### src/rtl/frame_scan_pkg.sv
// Shared constants for the frame scanner and its pixel consumers: image geometry,
// RGB444 field positions and the scanner state encoding.
package frame_scan_pkg;

    localparam int c_img_cols    = 80;
    localparam int c_img_rows    = 60;
    localparam int c_nb_img_pxls = 13;
    localparam int c_nb_buf      = 12;

    localparam int c_red_msb = 11;
    localparam int c_grn_msb = 7;
    localparam int c_blu_msb = 3;

    localparam logic [1:0] c_st_idle  = 2'd0;
    localparam logic [1:0] c_st_scan  = 2'd1;
    localparam logic [1:0] c_st_drain = 2'd2;

    typedef enum logic [1:0] {
        ST_IDLE  = c_st_idle,
        ST_SCAN  = c_st_scan,
        ST_DRAIN = c_st_drain
    } scan_state_t;

    function automatic int pxlCount(input int cols, input int rows);
        return cols * rows;
    endfunction

endpackage

### src/rtl/frame_scan_if.sv
// Bundle between the frame scanner (master), the frame-buffer RAM and the
// downstream pixel consumer (slave).
interface frame_scan_if;
    import frame_scan_pkg::*;

    logic                     frame_rdy;
    logic [c_nb_img_pxls-1:0] buf_addr;
    logic [c_nb_buf-1:0]      buf_data;
    logic [c_nb_img_pxls-1:0] proc_addr;
    logic [c_nb_buf-1:0]      orig_pxl;
    logic                     pxl_valid;
    logic                     ln_end;
    logic                     frm_end;
    logic                     busy;
    logic                     frm_drop;

    modport master (
        input  frame_rdy, buf_data,
        output buf_addr, proc_addr, orig_pxl, pxl_valid, ln_end, frm_end, busy, frm_drop
    );

    modport slave (
        output frame_rdy, buf_data,
        input  buf_addr, proc_addr, orig_pxl, pxl_valid, ln_end, frm_end, busy, frm_drop
    );

endinterface

### src/rtl/frame_scan.sv
// Walks the frame buffer once per frame_rdy and streams every pixel with its
// address and line/frame markers, two clocks behind the issued read address.
module frame_scan #(
    parameter int c_img_cols    = frame_scan_pkg::c_img_cols,
    parameter int c_img_rows    = frame_scan_pkg::c_img_rows,
    parameter int c_nb_img_pxls = frame_scan_pkg::c_nb_img_pxls,
    parameter int c_nb_buf      = frame_scan_pkg::c_nb_buf
) (
    input  logic         clk,
    input  logic         rst,
    frame_scan_if.master bus
);
    import frame_scan_pkg::*;

    localparam int c_nb_col  = $clog2(c_img_cols + 1);
    localparam int c_nb_row  = $clog2(c_img_rows + 1);
    localparam int c_nb_pxls = pxlCount(c_img_cols, c_img_rows);

    localparam logic [c_nb_img_pxls-1:0] c_last_addr = c_nb_img_pxls'(c_nb_pxls - 1);
    localparam logic [c_nb_col-1:0]      c_last_col  = c_nb_col'(c_img_cols - 1);
    localparam logic [c_nb_row-1:0]      c_last_row  = c_nb_row'(c_img_rows - 1);

    scan_state_t              state_q,    state_d;
    logic [c_nb_img_pxls-1:0] bufAddr_q,  bufAddr_d;
    logic [c_nb_col-1:0]      colCnt_q,   colCnt_d;
    logic [c_nb_row-1:0]      rowCnt_q,   rowCnt_d;
    logic                     drainCnt_q, drainCnt_d;
    logic                     pend_q,     pend_d;
    logic                     drop_q,     drop_d;
    logic                     busy_q;

    // Stage 1 holds the marker bits of the address whose RAM data arrives next clock.
    logic                     s1Valid_q;
    logic [c_nb_img_pxls-1:0] s1Addr_q;
    logic                     s1Ln_q;
    logic                     s1Frm_q;

    logic                     pxlValid_q;
    logic [c_nb_img_pxls-1:0] procAddr_q;
    logic [c_nb_buf-1:0]      origPxl_q;
    logic                     lnEnd_q;
    logic                     frmEnd_q;

    logic scanning;
    logic atLineEnd;

    assign scanning  = (state_q == ST_SCAN);
    assign atLineEnd = scanning && (colCnt_q == c_last_col);

    always_comb begin
        state_d    = state_q;
        bufAddr_d  = bufAddr_q;
        colCnt_d   = colCnt_q;
        rowCnt_d   = rowCnt_q;
        drainCnt_d = drainCnt_q;
        pend_d     = pend_q;
        drop_d     = drop_q;

        case (state_q)
            ST_IDLE: begin
                bufAddr_d = '0;
                colCnt_d  = '0;
                rowCnt_d  = '0;
                if (bus.frame_rdy || pend_q) begin
                    state_d = ST_SCAN;
                    pend_d  = 1'b0;
                end
            end
            ST_SCAN: begin
                if (bufAddr_q == c_last_addr) begin
                    state_d    = ST_DRAIN;
                    bufAddr_d  = '0;
                    colCnt_d   = '0;
                    rowCnt_d   = '0;
                    drainCnt_d = 1'b0;
                end else begin
                    bufAddr_d = bufAddr_q + c_nb_img_pxls'(1);
                    if (colCnt_q == c_last_col) begin
                        colCnt_d = '0;
                        rowCnt_d = rowCnt_q + c_nb_row'(1);
                    end else begin
                        colCnt_d = colCnt_q + c_nb_col'(1);
                    end
                end
            end
            ST_DRAIN: begin
                if (drainCnt_q) begin
                    state_d    = ST_IDLE;
                    drainCnt_d = 1'b0;
                end else begin
                    drainCnt_d = 1'b1;
                end
            end
            default: begin
                state_d = ST_IDLE;
            end
        endcase

        // Only one frame can wait behind the running scan; any further request is lost.
        if (bus.frame_rdy && (state_q != ST_IDLE)) begin
            if (pend_q) begin
                drop_d = 1'b1;
            end else begin
                pend_d = 1'b1;
            end
        end
    end

    always_ff @(posedge clk or posedge rst) begin
        if (rst) begin
            state_q    <= ST_IDLE;
            bufAddr_q  <= '0;
            colCnt_q   <= '0;
            rowCnt_q   <= '0;
            drainCnt_q <= 1'b0;
            pend_q     <= 1'b0;
            drop_q     <= 1'b0;
            busy_q     <= 1'b0;
            s1Valid_q  <= 1'b0;
            s1Addr_q   <= '0;
            s1Ln_q     <= 1'b0;
            s1Frm_q    <= 1'b0;
            pxlValid_q <= 1'b0;
            procAddr_q <= '0;
            origPxl_q  <= '0;
            lnEnd_q    <= 1'b0;
            frmEnd_q   <= 1'b0;
        end else begin
            state_q    <= state_d;
            bufAddr_q  <= bufAddr_d;
            colCnt_q   <= colCnt_d;
            rowCnt_q   <= rowCnt_d;
            drainCnt_q <= drainCnt_d;
            pend_q     <= pend_d;
            drop_q     <= drop_d;
            busy_q     <= (state_d != ST_IDLE);

            s1Valid_q  <= scanning;
            s1Addr_q   <= scanning ? bufAddr_q : '0;
            s1Ln_q     <= atLineEnd;
            s1Frm_q    <= atLineEnd && (rowCnt_q == c_last_row);

            pxlValid_q <= s1Valid_q;
            procAddr_q <= s1Valid_q ? s1Addr_q : '0;
            origPxl_q  <= s1Valid_q ? bus.buf_data : '0;
            lnEnd_q    <= s1Ln_q;
            frmEnd_q   <= s1Frm_q;
        end
    end

    assign bus.buf_addr  = bufAddr_q;
    assign bus.proc_addr = procAddr_q;
    assign bus.orig_pxl  = origPxl_q;
    assign bus.pxl_valid = pxlValid_q;
    assign bus.ln_end    = lnEnd_q;
    assign bus.frm_end   = frmEnd_q;
    assign bus.busy      = busy_q;
    assign bus.frm_drop  = drop_q;

endmodule

### src/flat_wrapper.sv
// flat-port wrapper written by rule: the top's interface ports become plain ports
module frame_scan_flat import frame_scan_pkg::*;
#(
    parameter int c_img_cols    = frame_scan_pkg::c_img_cols,
    parameter int c_img_rows    = frame_scan_pkg::c_img_rows,
    parameter int c_nb_img_pxls = frame_scan_pkg::c_nb_img_pxls,
    parameter int c_nb_buf      = frame_scan_pkg::c_nb_buf
)
  (clk, rst, bus_frame_rdy, bus_buf_data, bus_buf_addr, bus_proc_addr, bus_orig_pxl, bus_pxl_valid, bus_ln_end, bus_frm_end, bus_busy, bus_frm_drop);
  frame_scan_if bus_i ();
  input  logic clk;
  input  logic rst;
  input wire logic [$bits(bus_i.frame_rdy)-1:0] bus_frame_rdy;
  input wire logic [$bits(bus_i.buf_data)-1:0] bus_buf_data;
  output wire logic [$bits(bus_i.buf_addr)-1:0] bus_buf_addr;
  output wire logic [$bits(bus_i.proc_addr)-1:0] bus_proc_addr;
  output wire logic [$bits(bus_i.orig_pxl)-1:0] bus_orig_pxl;
  output wire logic [$bits(bus_i.pxl_valid)-1:0] bus_pxl_valid;
  output wire logic [$bits(bus_i.ln_end)-1:0] bus_ln_end;
  output wire logic [$bits(bus_i.frm_end)-1:0] bus_frm_end;
  output wire logic [$bits(bus_i.busy)-1:0] bus_busy;
  output wire logic [$bits(bus_i.frm_drop)-1:0] bus_frm_drop;
  assign bus_i.frame_rdy = bus_frame_rdy;
  assign bus_i.buf_data = bus_buf_data;
  assign bus_buf_addr = bus_i.buf_addr;
  assign bus_proc_addr = bus_i.proc_addr;
  assign bus_orig_pxl = bus_i.orig_pxl;
  assign bus_pxl_valid = bus_i.pxl_valid;
  assign bus_ln_end = bus_i.ln_end;
  assign bus_frm_end = bus_i.frm_end;
  assign bus_busy = bus_i.busy;
  assign bus_frm_drop = bus_i.frm_drop;
  frame_scan #(.c_img_cols(c_img_cols), .c_img_rows(c_img_rows), .c_nb_img_pxls(c_nb_img_pxls), .c_nb_buf(c_nb_buf)) u_core (.clk(clk), .rst(rst), .bus(bus_i));
endmodule
### config.mk
export PLATFORM = sky130hd
export DESIGN_NAME = frame_scan_flat
export DESIGN_NICKNAME = d
export VERILOG_FILES = /design/src/rtl/frame_scan_pkg.sv /design/src/rtl/frame_scan_if.sv /design/src/rtl/frame_scan.sv /design/src/flat_wrapper.sv
export SDC_FILE = /design/constraint.sdc
export NUM_CORES = 1
export LEC_CHECK = 0
export CELL_PAD_IN_SITES_DETAIL_PLACEMENT = 0
export CELL_PAD_IN_SITES_GLOBAL_PLACEMENT = 2
export CORE_MARGIN = 2
export CORE_UTILIZATION = 36
export CTS_CLUSTER_SIZE = 40
export DETAILED_ROUTE_END_ITERATION = 8
export PLACE_DENSITY = 0.83
export SLEW_MARGIN = 10
export SYNTH_ARGS = -nofsm -noshare
export SYNTH_HDL_FRONTEND = slang
export SYNTH_SLANG_ARGS = --single-unit
### constraint.sdc
create_clock -name clk -period 6.6 [get_ports clk]
set_input_delay 1.32 -clock clk [delete_from_list [all_inputs] [get_ports clk]]
set_output_delay 1.32 -clock clk [all_outputs]
set_load 0.05 [all_outputs]
==> out/results.env, run 1 <==
SYNTHTOPCELLSBYCOUNT='sky130_fd_sc_hd__dfrtp_1 (76), sky130_fd_sc_hd__and2_1 (37), sky130_fd_sc_hd__a31oi_1 (18)'
LAYOUT_TOP_CELLS_EXCL_FILL_TAP='sky130_fd_sc_hd__dfrtp_1 (76), sky130_fd_sc_hd__clkdlybuf4s50_1 (57), sky130_fd_sc_hd__and2_1 (37)'
NUMSYNTHFLOPS=76
LAYOUT_TOP_CELL='sky130_fd_sc_hd__dfrtp_1'
SYNTHMUXAREASHARE_PCT=1.62
POWER.SEQUENTIAL.FRACTION_PCT=57.5
FLOORPLAN.DIE.HEIGHT_UM=96.7
YOSYSCHIPAREA_MM2=0.00309
WORST_PATH_DOMINANT_CELL_FAMILY='buffers and inverters'
PERIOD_UTILISATION_LAYOUT_PCT=46.4
POWER.TOTAL_uW=817
TIMING.CRITICAL_PATH.TO='bus_buf_addr[3]'
TOP_AREA_SHARE_PCT=61.5
GRTUSAGEMET2_PCT=19.8
R2R-END='u_core.rowCnt_q[4]'
TOPCOMBFAMILYBYAREA='simple AND/OR/NAND/NOR gates'
FLOORPLAN.DIE_AREA_MM2=0.00935
HORIZONTAL_DIE_SIZE_UM=96.7
WORST-PATH-MAX-FANOUT=7
SYNTH_TOP_CELL_BY_AREA='sky130_fd_sc_hd__dfrtp_1'
P_LEAK_uW=0.00171
CRIT_ARRIVAL_NS=1.75
ADDER_SHARE_PCT=1.21
SYNTH_WARN=0
CLK_TRANSITION_REPORTED_PATHS_NS=0.08
ANT_NETS=0
TIMING.RR.START='u_core.state_q[1]'
POWER_SWITCHING_SHARE_PCT=23.1
MIN-DELAY-START='u_core.s1Ln_q'
YS_SEQ_SHARE_PCT=61.5
HOLDPATHEND='u_core.bus.ln_end'
MAX-VDD-IR-DROP_mV=0.0829
HOLD_VIOL=0
R2R_SETUP_SLACK_NS=3.62
FMAX_MHz=326
OUTCOME='finished clean'
CTS_ROOT_BUF='sky130_fd_sc_hd__clkbuf_8'
SYNTHESIS.AREA_MM2=0.00309
TIMING.CRITICAL_PATH.SLOWEST_STAGE_CELL='sky130_fd_sc_hd__clkdlybuf4s50_1'
DRV_SLEW=0
FINAL.MIN_CLOCK_PERIOD_NS=3.07
POWER_DENSITY_mW_PER_MM2=210
GRT_ANTENNA_BEFORE_REPAIR=0
POST_ROUTE_CELLS_DRIVE_ABOVE_1_SHARE_PCT=7.32
WORSTMARGINPINSLEW_NS=0.933
FIN_SKEW_NS=0.00886
GRT_MAX_DEGREE=77
PORT_BUFFERS=57
DRCVIOLATIONCOUNT=0
USE_MET3_PCT=3.97
POST_ROUTE_WORST_SETUP_SLACK_NS=3.53
WORST-SETUP-PATH-TYPE='flop to output port'
TIMING.HOLD.WS_NS=0.358
GPL.FINAL_WEIGHTED_CONGESTION=0.741
SETUP_TOTAL_NEGATIVE_SLACK_NS=0
CLKLATENCYLATEPIN_NS=0.34
MAPPEDNETLISTNETS=288
DESIGN.FINAL.NETS=342
SYNTH_AREA_PER_CELL_UM2=11.5
RSZ0062_AT_GRT='no'
TOP_LAYER='met4'
DP.CELLS=418
GLOBALROUTE.BUSIESTLAYER='met1'
ANTENNADIODECOUNT=0
INITIAL_CORE_UTIL_PCT=37.5
ENDPOINT_KIND='output port'
HTREE_LEVELS=3
CTS_RESIZED=0
PATH_CELLS='clkdlybuf4s50_1'
WARNING_COUNT=26
HOLD_CLASS='flop to flop'
AREA.GROWTH.SYNTH_TO_FINAL_PCT=26.0
SYNTH_DOMINANT_CELL_COUNT='sky130_fd_sc_hd__dfrtp_1'
AVGVIACOUNTPERCELL=5.09
MET2ROUTEDLENGTH_UM=2750
PATH_DEPTH=1
POWER.CLOCK.FRACTION_PCT=37.5
run 1: power groups by stage:
| stage | logic [µW] | clock network [µW] | registers (µW) |
|---|---|---|---|
| 6_report | 41.0 | 306 | 470 |
| 5_1_grt | 44.3 | 342 | 470 |
| 3_5_place_dp | 42.0 | 0 | 479 |
| 3_3_place_gp | 42.0 | 0 | 479 |
| 2_1_floorplan | 9.38 | 0 | 493 |
| 4_1_cts | 42.2 | 318 | 470 |
run 1: layout make-up:
type                            instances  area (µm²)
Fill cell                             797        4360
Sequential cell                        76        1900
Multi-Input combinational cell        171        1090
Timing Repair Buffer                   58         578
Clock buffer                           11         141
Tap cell                              105         131
Inverter                                8        30.0
Clock inverter                          4        26.3
Fig. 1: run 1, routed metal per tile
19 x 19 tiles, from black (low) to pale yellow (high), scaled to the fullest tile. Values are wire area over tile area, all layers added.
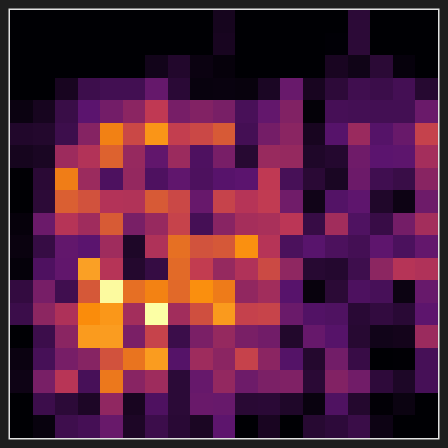
mean over tiles: 0.11
tiles over half the peak: 14%
densest ninth of the die: centre
fullest tile: 0.44
GRT Total Usage: 14.3%
detailed-route wire length per cell: 14.8 µm
Routed WL: 6430 µm
via count: 2203

Fig. 2: run 1, placed cells, one colour a class
The bar under the picture is 20 µm long. Fill, decap, tap and diode cells in grey.
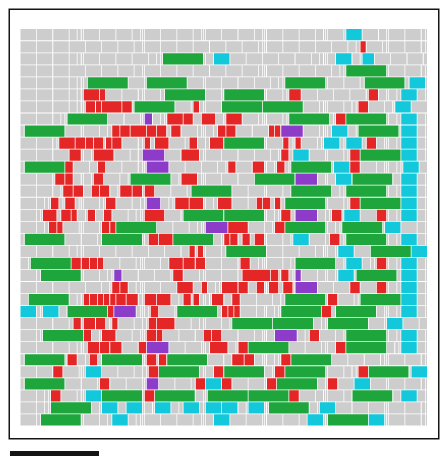
[flip-flops] green | cells: 76
[clock drivers and dummy loads] purple | cells: 15
[all other logic] red | cells: 179
[other buffers and delay cells] cyan | cells: 58
end-of-flow core utilization: 47.2%
flop share of the area: 48.8%
final cell area excluding filler cells: 0.00390 mm²

Fig. 3: run 1, metal 1
Supply wires on this layer in grey.
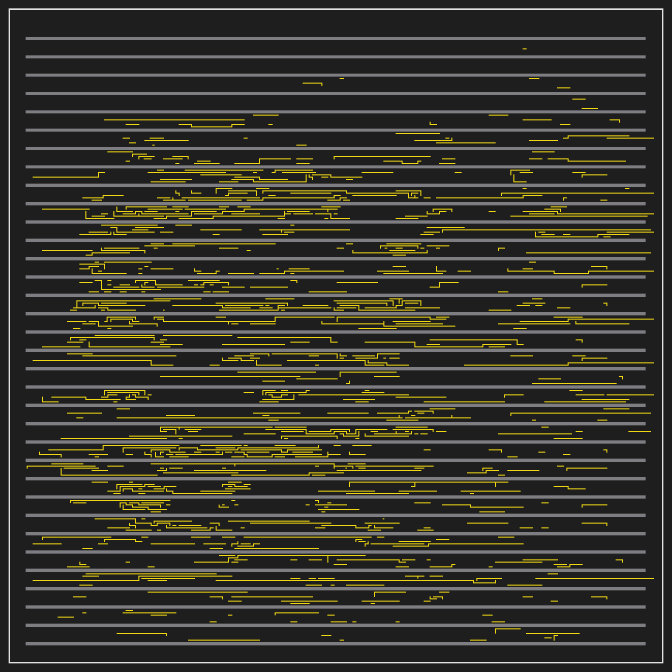
main direction: horizontal
longest straight run: 42.3 µm
met1 routing resource usage after global routing: 21.5%

Fig. 4: run 1, cell placement
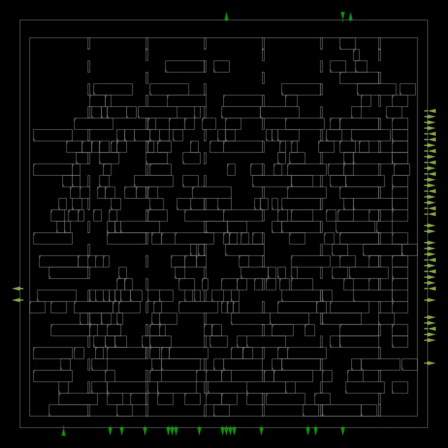
layout sequential cell count: 76
FP Rows: 33
number of inserted filler cells in the final layout: 797

==> run 1 -> run 2 <==
--- a/config.mk
+++ b/config.mk
@@ -8,10 +8,10 @@
 export CELL_PAD_IN_SITES_DETAIL_PLACEMENT = 0
 export CELL_PAD_IN_SITES_GLOBAL_PLACEMENT = 2
 export CORE_MARGIN = 2
-export CORE_UTILIZATION = 36
+export CORE_UTILIZATION = 33
 export CTS_CLUSTER_SIZE = 40
 export DETAILED_ROUTE_END_ITERATION = 8
-export PLACE_DENSITY = 0.83
+export PLACE_DENSITY = 0.77
 export SLEW_MARGIN = 10
 export SYNTH_ARGS = -nofsm -noshare
 export SYNTH_HDL_FRONTEND = slang
==> constraint.sdc (replaced) <==
create_clock -name clk -period 3.1 [get_ports clk]
set_input_delay 0.62 -clock clk [delete_from_list [all_inputs] [get_ports clk]]
set_output_delay 0.62 -clock clk [all_outputs]
set_load 0.05 [all_outputs]
Fig. 5: run 2, metal 1
Supply wires on this layer in grey.
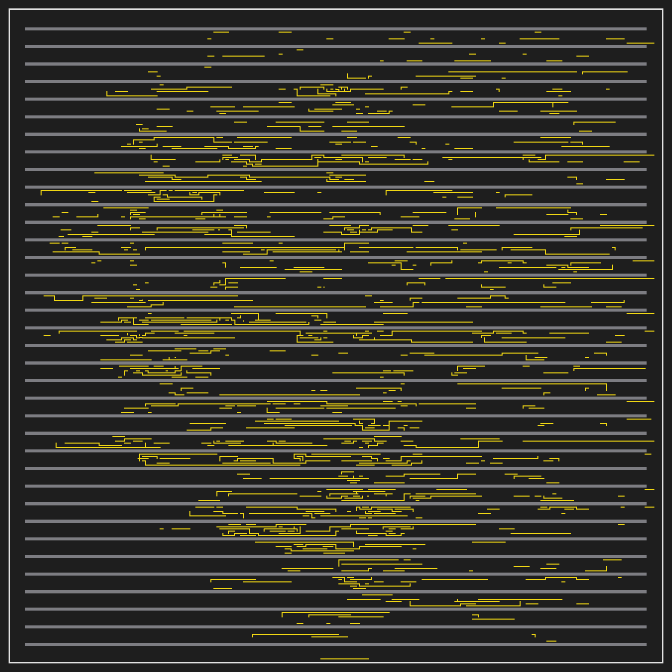
nets with wire on the layer: 309
share of all routed wire: 47%
wire length on this layer: 3200 µm
longest straight run: 32.2 µm
main direction: horizontal

Fig. 6: run 2, routed metal per tile
20 x 20 tiles, from black (low) to pale yellow (high), scaled to the fullest tile. Values are wire area over tile area, all layers added.
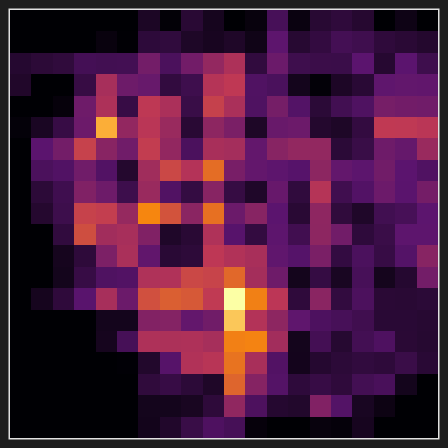
fullest tile: 0.49
emptiest ninth of the die: lower left
mean over tiles: 0.11
tiles over half the peak: 7.7%
nearly empty tiles: 19%
GRT Total Usage: 14.3%
Routed WL: 6790 µm

==> run 2 against run 1 <==
Die size up 8.7%. Hold slack got worse by 0.0039 ns. Sequential share of layout area is 1.1 points lower. Worst setup slack got worse by 2.8 ns. Critical path depth did not move.
==> out/results.env, run 2 <==
OUTCOME='finished clean'  # unchanged
WORST-PATH-MAX-FANOUT=7  # unchanged
MET2ROUTEDLENGTH_UM=3170  # was 2750 µm
CRIT_ARRIVAL_NS=1.73  # was 1.75 ns
STD_CELL_ROWS=35  # was 33
ROUTE.VIAS.TOTAL=2240  # was 2203
NUMSYNTHFLOPS=76  # unchanged
GRTUSAGEMET2_PCT=22.7  # was 19.8%
R2R-END='u_core.rowCnt_q[4]'  # unchanged
SYNTHESIS.AREA_MM2=0.00309  # unchanged
FLOP_AREA_MM2=0.00190  # unchanged
HTREE_LEVELS=3  # unchanged
ANTENNADIODECOUNT=0  # unchanged
HORIZONTAL_DIE_SIZE_UM=101  # was 96.7 µm
MIN-DELAY-START='u_core.s1Ln_q'  # unchanged
GLOBALROUTE.BUSIESTLAYER='met2'  # was met1
FIN_SKEW_NS=0.0119  # was 0.00886 ns
HOLD_VIOL=0  # unchanged
GRT_ANTENNA_BEFORE_REPAIR=0  # unchanged
GROUTE.LAYER.MET1.USAGE_PCT=19.0  # was 21.5%
FINAL.MIN_CLOCK_PERIOD_NS=2.35
BUFFERS=65  # was 58
SYNTH_WARN=0  # unchanged
NNONCLKINVERTERS=8  # unchanged
HOLD_CLASS='flop to flop'  # unchanged
WORSTMARGINPINSLEW_NS=0.654  # was 0.933 ns
CLOCK_TREE_AREA_FRACTION_PCT=4.99  # was 4.30%
POST_ROUTE_WORST_SETUP_SLACK_NS=0.745  # was 3.53 ns
LARGEST_CELL_CLASS='registers'  # unchanged
TIMING.CRITICAL_PATH.SLOWEST_STAGE_CELL='sky130_fd_sc_hd__clkdlybuf4s50_1'  # unchanged
USE_MET3_PCT=3.88  # was 3.97%
RSZ0062_AT_GRT='no'  # unchanged
TOP_AREA_SHARE_PCT=61.5  # unchanged
PORT_BUFFERS=57  # unchanged
SETUP_TOTAL_NEGATIVE_SLACK_NS=0  # unchanged
TIMING.RR.START='u_core.bus.buf_addr[1]'  # was u_core.state_q[1]
AREA.SHARE.COMBINATIONAL_PCT=27.3  # was 28.0%
ROUTEDWLPERCELL_UM=15.2  # was 14.8 µm
LAYOUT_TOP_CELLS_EXCL_FILL_TAP='sky130_fd_sc_hd__dfrtp_1 (76), sky130_fd_sc_hd__clkdlybuf4s50_1 (57), sky130_fd_sc_hd__and2_1 (37)'  # unchanged
COMB_CELLS=171  # unchanged
ENDPOINT_KIND='output port'  # unchanged
MULTIINPUTGATEAREA_MM2=0.00109  # unchanged
FINAL.CLKBUF_COUNT=10  # was 11
PATH_DEPTH=1  # unchanged
DESIGN.FINAL.NETS=349  # was 342
PERIOD_UTILISATION_LAYOUT_PCT=76.0
TOP_LAYER='met4'  # unchanged
P_LEAK_uW=0.00175  # was 0.00171 µW
TIMING.CRITICAL_PATH.TO='bus_buf_addr[3]'  # unchanged
WORST_PATH_DOMINANT_CELL_FAMILY='buffers and inverters'  # unchanged
SYNTH_AREA_PER_CELL_UM2=11.5  # unchanged
POSTCTSSETUPREPAIRBUFS=0  # unchanged
TAPCELL.INSERTED=111  # was 105
SEQAREAFRACTION_PCT=47.7  # was 48.8%
CLKLATENCYLATEPIN_NS=0.35  # was 0.34 ns
SYNTHTOPCELLSBYCOUNT='sky130_fd_sc_hd__dfrtp_1 (76), sky130_fd_sc_hd__and2_1 (37), sky130_fd_sc_hd__a31oi_1 (18)'  # unchanged
SYNTH_TOP_CELL_BY_AREA='sky130_fd_sc_hd__dfrtp_1'  # unchanged
FLOORPLAN.DIE.HEIGHT_UM=101  # was 96.7 µm
AREA.GROWTH.SYNTH_TO_FINAL_PCT=29.0  # was 26.0%
MAX-VDD-IR-DROP_mV=0.207  # was 0.0829 mV
LAYOUT_TOP_CELL='sky130_fd_sc_hd__dfrtp_1'  # unchanged
PATH_CELLS='clkdlybuf4s50_1'  # unchanged
POST_ROUTE_CELLS_DRIVE_ABOVE_1_SHARE_PCT=9.55  # was 7.32%
GPL.FINAL_WEIGHTED_CONGESTION=0.768  # was 0.741
YS_SEQ_SHARE_PCT=61.5  # unchanged
YOSYSCHIPAREA_MM2=0.00309  # unchanged
AVGVIACOUNTPERCELL=5.02  # was 5.09
FLOP-COUNT=76  # unchanged
FILLER_CELL_COUNT=883  # was 797
GRT_OVERFLOW_TOTAL=0  # unchanged
R2R_SETUP_SLACK_NS=0.90  # was 3.62 ns
DRCVIOLATIONCOUNT=0  # unchanged
HOLDPATHEND='u_core.bus.ln_end'  # unchanged
## run 2: cell counts after synthesis
No cell type changed its count.
## run 2: cells by family after synthesis
logic type | synth area share [%]
mux | 1.62
fa+ha+maj | 1.21
buf+inv | 3.32
flops | 61.5
compound gates | 10.4
simple gates | 21.7
xor+xnor | 0.283
## run 2: report_power, final
group	internal (µW)	switching, µW
Combinational	34.1	55.0
Sequential	998	1.97
Clock	392	375
Total	1420	432
## run 2: per-stage QoR
stage                     hold WS, ns  total power (µW)  util, %
after floorplan                 0.331              1070        -
after global placement          0.339              1110     41.4
after detailed placement        0.337              1110     41.4
after CTS                       0.358              1890     43.6
after global routing            0.374              1940     43.6
final                           0.354              1860     43.6
No activity file was given, so power comes from the tool's default toggle rates.
